`src/rtl/vga_timing_pkg.sv`:
```
// vga_timing_pkg: default 640x480@60 raster constants, colour key and RGB565 packing helper.
package vga_timing_pkg;
  localparam int DEF_H_VIS  = 640;
  localparam int DEF_H_FP   = 16;
  localparam int DEF_H_SYNC = 96;
  localparam int DEF_H_BP   = 48;
  localparam int DEF_V_VIS  = 480;
  localparam int DEF_V_FP   = 10;
  localparam int DEF_V_SYNC = 2;
  localparam int DEF_V_BP   = 33;
  localparam int H_TOTAL      = DEF_H_VIS + DEF_H_FP + DEF_H_SYNC + DEF_H_BP;
  localparam int V_TOTAL      = DEF_V_VIS + DEF_V_FP + DEF_V_SYNC + DEF_V_BP;
  localparam int H_SYNC_START = DEF_H_VIS + DEF_H_FP;
  localparam int V_SYNC_START = DEF_V_VIS + DEF_V_FP;
  localparam logic [15:0] TRANSPARENT_KEY = 16'hfff0;
  function automatic logic [11:0] rgb565_to_444(input logic [15:0] p);
    return {p[15:12], p[10:7], p[4:1]};
  endfunction
endpackage

```
`src/rtl/vga_timing_gen.sv`:
```
// vga_timing_gen: 4:1 pixel phase, X/Y scan counters, frame pulse and raw sync/visible flags.
module vga_timing_gen
  import vga_timing_pkg::*;
#(
  parameter int H_VIS  = DEF_H_VIS,
  parameter int H_FP   = DEF_H_FP,
  parameter int H_SYNC = DEF_H_SYNC,
  parameter int H_BP   = DEF_H_BP,
  parameter int V_VIS  = DEF_V_VIS,
  parameter int V_FP   = DEF_V_FP,
  parameter int V_SYNC = DEF_V_SYNC,
  parameter int V_BP   = DEF_V_BP
) (
  input  logic       clk_i,
  input  logic       rst_ni,
  output logic [9:0] x_o,
  output logic [9:0] y_o,
  output logic       tick_o,
  output logic       frame_o,
  output logic       hsync_n_o,
  output logic       vsync_n_o,
  output logic       visible_o
);
  localparam int HT  = H_VIS + H_FP + H_SYNC + H_BP;
  localparam int VT  = V_VIS + V_FP + V_SYNC + V_BP;
  localparam int HSS = H_VIS + H_FP;
  localparam int VSS = V_VIS + V_FP;
  logic [1:0] phase_q;
  logic [9:0] x_q, y_q, x_d, y_d;
  logic       frame_q, x_end, y_end;
  assign x_end  = x_q == 10'(HT - 1);
  assign y_end  = y_q == 10'(VT - 1);
  assign tick_o = phase_q == 2'd3;
  always_comb begin
    x_d = x_end ? '0 : x_q + 10'd1;
    y_d = !x_end ? y_q : y_end ? '0 : y_q + 10'd1;
  end
  always_ff @(posedge clk_i) begin
    if (!rst_ni) begin
      phase_q <= '0;
      x_q     <= '0;
      y_q     <= '0;
      frame_q <= 1'b0;
    end else begin
      phase_q <= phase_q + 2'd1;
      frame_q <= tick_o && x_end && y_end;
      if (tick_o) begin
        x_q <= x_d;
        y_q <= y_d;
      end
    end
  end
  assign x_o       = x_q;
  assign y_o       = y_q;
  assign frame_o   = frame_q;
  assign hsync_n_o = !(x_q >= 10'(HSS) && x_q < 10'(HSS + H_SYNC));
  assign vsync_n_o = !(y_q >= 10'(VSS) && y_q < 10'(VSS + V_SYNC));
  assign visible_o = x_q < 10'(H_VIS) && y_q < 10'(V_VIS);
endmodule

```
`src/rtl/vga_scan_ctrl.sv`:
```
// vga_scan_ctrl: VGA raster source with priority/colour-key layer compositor and aligned colour/sync registers.
module vga_scan_ctrl
  import vga_timing_pkg::*;
#(
  parameter int          LAYERS      = 4,
  parameter logic [15:0] TRANSPARENT = TRANSPARENT_KEY,
  parameter logic [15:0] BACKGROUND  = 16'h0000,
  parameter int          H_VIS       = DEF_H_VIS,
  parameter int          H_FP        = DEF_H_FP,
  parameter int          H_SYNC      = DEF_H_SYNC,
  parameter int          H_BP        = DEF_H_BP,
  parameter int          V_VIS       = DEF_V_VIS,
  parameter int          V_FP        = DEF_V_FP,
  parameter int          V_SYNC      = DEF_V_SYNC,
  parameter int          V_BP        = DEF_V_BP
) (
  input  logic                   OriginalClk,
  input  logic                   ResetN,
  output logic [9:0]             XPosition,
  output logic [9:0]             YPosition,
  input  logic [16*LAYERS-1:0]   LayerData,
  output logic                   PixelTick,
  output logic                   FrameStart,
  output logic [3:0]             Red,
  output logic [3:0]             Green,
  output logic [3:0]             Blue,
  output logic                   HSync,
  output logic                   VSync
);
  logic        hs_n, vs_n, vis, hs_q, vs_q;
  logic [15:0] pix;
  logic [11:0] rgb_q;
  vga_timing_gen #(
    .H_VIS(H_VIS), .H_FP(H_FP), .H_SYNC(H_SYNC), .H_BP(H_BP),
    .V_VIS(V_VIS), .V_FP(V_FP), .V_SYNC(V_SYNC), .V_BP(V_BP)
  ) u_timing (
    .clk_i(OriginalClk),
    .rst_ni(ResetN),
    .x_o(XPosition),
    .y_o(YPosition),
    .tick_o(PixelTick),
    .frame_o(FrameStart),
    .hsync_n_o(hs_n),
    .vsync_n_o(vs_n),
    .visible_o(vis)
  );
  // Walk from lowest priority upward so the last opaque hit is the highest-priority layer.
  always_comb begin
    pix = BACKGROUND;
    for (int i = LAYERS - 1; i >= 0; i--)
      if (LayerData[16*i +: 16] != TRANSPARENT) pix = LayerData[16*i +: 16];
  end
  always_ff @(posedge OriginalClk) begin
    if (!ResetN) begin
      rgb_q <= '0;
      hs_q  <= 1'b1;
      vs_q  <= 1'b1;
    end else if (PixelTick) begin
      rgb_q <= vis ? rgb565_to_444(pix) : '0;
      hs_q  <= hs_n;
      vs_q  <= vs_n;
    end
  end
  assign {Red, Green, Blue} = rgb_q;
  assign HSync = hs_q;
  assign VSync = vs_q;
endmodule

```
`config.mk`:
```
export PLATFORM = sky130hd
export DESIGN_NAME = vga_scan_ctrl
export DESIGN_NICKNAME = d
export VERILOG_FILES = /design/src/rtl/vga_timing_pkg.sv /design/src/rtl/vga_timing_gen.sv /design/src/rtl/vga_scan_ctrl.sv
export SDC_FILE = /design/constraint.sdc
export NUM_CORES = 1
export LEC_CHECK = 0
export CAP_MARGIN = 20
export CORE_MARGIN = 3
export CORE_UTILIZATION = 41
export DETAILED_ROUTE_END_ITERATION = 7
export PLACE_DENSITY = 0.84
export SLEW_MARGIN = 20
export SYNTH_ARGS = -nofsm -noshare
export SYNTH_HDL_FRONTEND = slang
export SYNTH_HIERARCHICAL = 1
export SYNTH_SLANG_ARGS = --single-unit
```
`constraint.sdc`:
```
create_clock -name OriginalClk -period 2.8 [get_ports OriginalClk]
set_clock_uncertainty 0.15 [all_clocks]
set_input_delay 0.56 -clock OriginalClk [delete_from_list [all_inputs] [get_ports OriginalClk]]
set_output_delay 0.56 -clock OriginalClk [all_outputs]
set_load 0.05 [all_outputs]
```
**Gate-type map**

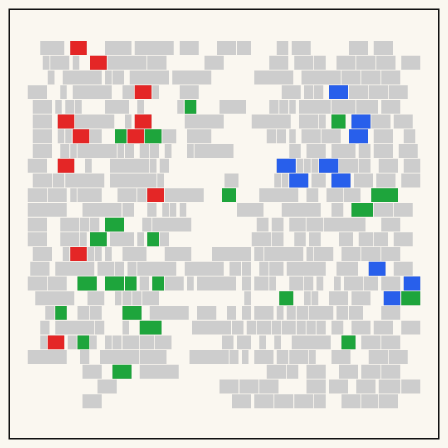
[red] xor and xnor cells | cells: 11 | most used: xor2_1
[green] and/or cells | cells: 22 | most used: or3_1
[blue] non-inverting ao/oa cells | cells: 10

**Placement density heat map**

The die is cut into 8 by 8 equal tiles; white is low, dark blue is high, 0 to 100% covered.
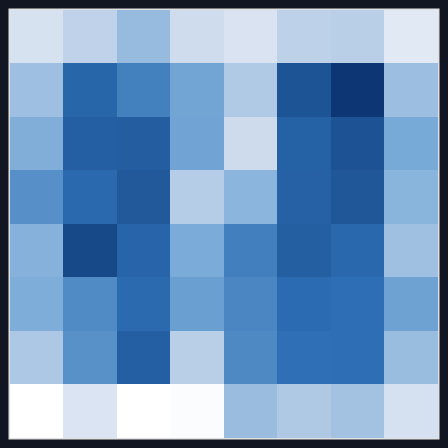
mean over tiles: 52%
tiles over 75% full: 28%
fullest tile: 97%
nearly empty tiles: 4.7%

==> qor.yml <==
hold_buffers: 0
synth_seq_share: 0.338
comb_share: 0.409
chipHeight_um: 79.1
grt_setup_unrepaired: "false"
cts_buffer_depth: 2
row_count: 25
grt_max_degree: 21
holdCritStartpoint: "u_timing/phase_q[0]$_SDFF_PN0_"
drc: 0
crit_chain: "clkdlybuf4s50_1"
overflow: 0
compound_area_frac: 0.189
finalHoldViolCount: 0
diodes: 0
fin_cells: 426
root_buffer: "clkbuf_8"
outcome: "finished clean"
fin_crit_ps: 2450
yosysUniqueCellTypes: 55
drive_gt1_frac: 0.0919
insertion_delay_ps: 280
**Metal 2**

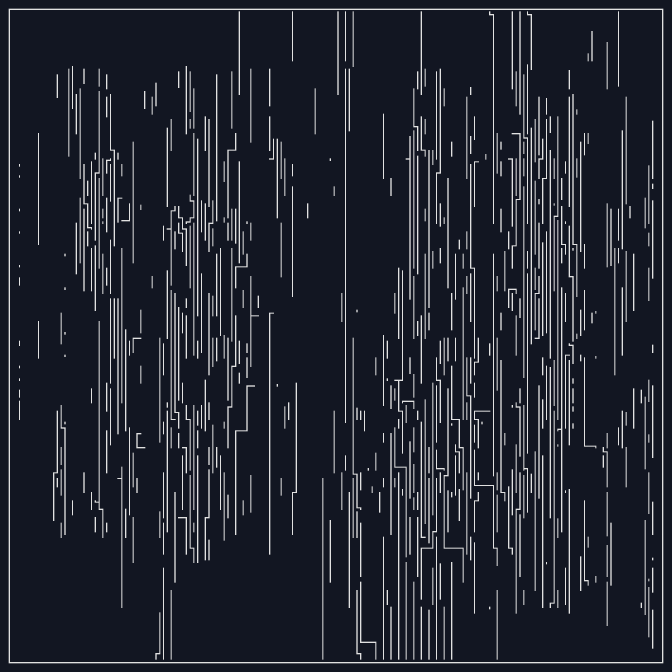
main direction: vertical
wire length on this layer: 3,280 µm

**Wiring by layer**

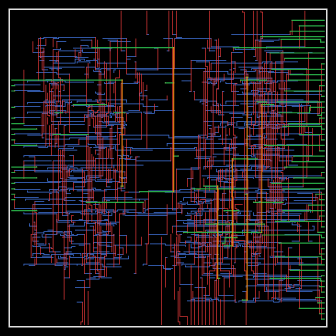
[orange] M4 | wire length: 194 µm
[blue] M1 | wire length: 3,180 µm
[red] M2 | wire length: 3,280 µm
[green] M3 | wire length: 613 µm

[cells by family (layout without fill, tap and decap cells)]
logic type               after synthesis  in the layout
multiplexers                           3              3
XOR/XNOR                              11             11
AND/OR/NAND/NOR                      120            120
AND-OR/OR-AND                         62             62
adder cells (fa/ha/maj)                5              5
flip-flops                            37             37
buffers and inverters                 17            121
[report_power, final]
group          total, µW  internal (µW)  leakage [µW]  switching (µW)
Clock                338            164     0.0000399             174
Sequential           541            535      0.000299            5.62
Combinational        204            116      0.000807            88.7
[final timing paths]
check	endpoint	slack (ps)	cells past startpoint
setup reg to reg	u_timing/y_o[5]$_SDFFE_PN0P_	690	4
setup / recovery	XPosition[6]	350	1
hold reg to reg	u_timing/phase_q[0]$_SDFF_PN0_	280	1
hold / removal	u_timing/phase_q[0]$_SDFF_PN0_	280	1
[layout by cell type (no fill, tap or decap), types with 4 or more instances in the layout]
| cell | count |
|---|---|
| clkdlybuf4s50_1 | 100 |
| dfxtp_1 | 37 |
| nand2_1 | 26 |
| nor2_1 | 21 |
| a21oi_1 | 16 |
| nand4_1 | 14 |
| o21ai_0 | 13 |
| nor2b_1 | 10 |
| inv_1 | 9 |
| a211oi_1 | 6 |
| buf_4 | 6 |
| nor3_1 | 6 |
| xor2_1 | 6 |
| clkbuf_8 | 5 |
| or3_1 | 5 |
| xnor2_1 | 5 |
| ha_1 | 5 |
| nand3_1 | 4 |
[sequential cells by signal, indices dropped and copies added, names as in the netlist]
signal / count
u_timing/y_o: 10
u_timing/frame_o: 1
u_timing/x_o: 10
u_timing/phase_q: 2
rgb_q: 12
VSync: 1
HSync: 1
[layer usage]
layer	up-vias	global-route usage	share of wire
met4	0	0.101	0.027
met1	1117	0.296	0.44
met2	110	0.383	0.45
met3	16	0.0680	0.084
met5	-	0	0
li1	1175	-	-
Power is estimated from default activity; no workload was simulated.
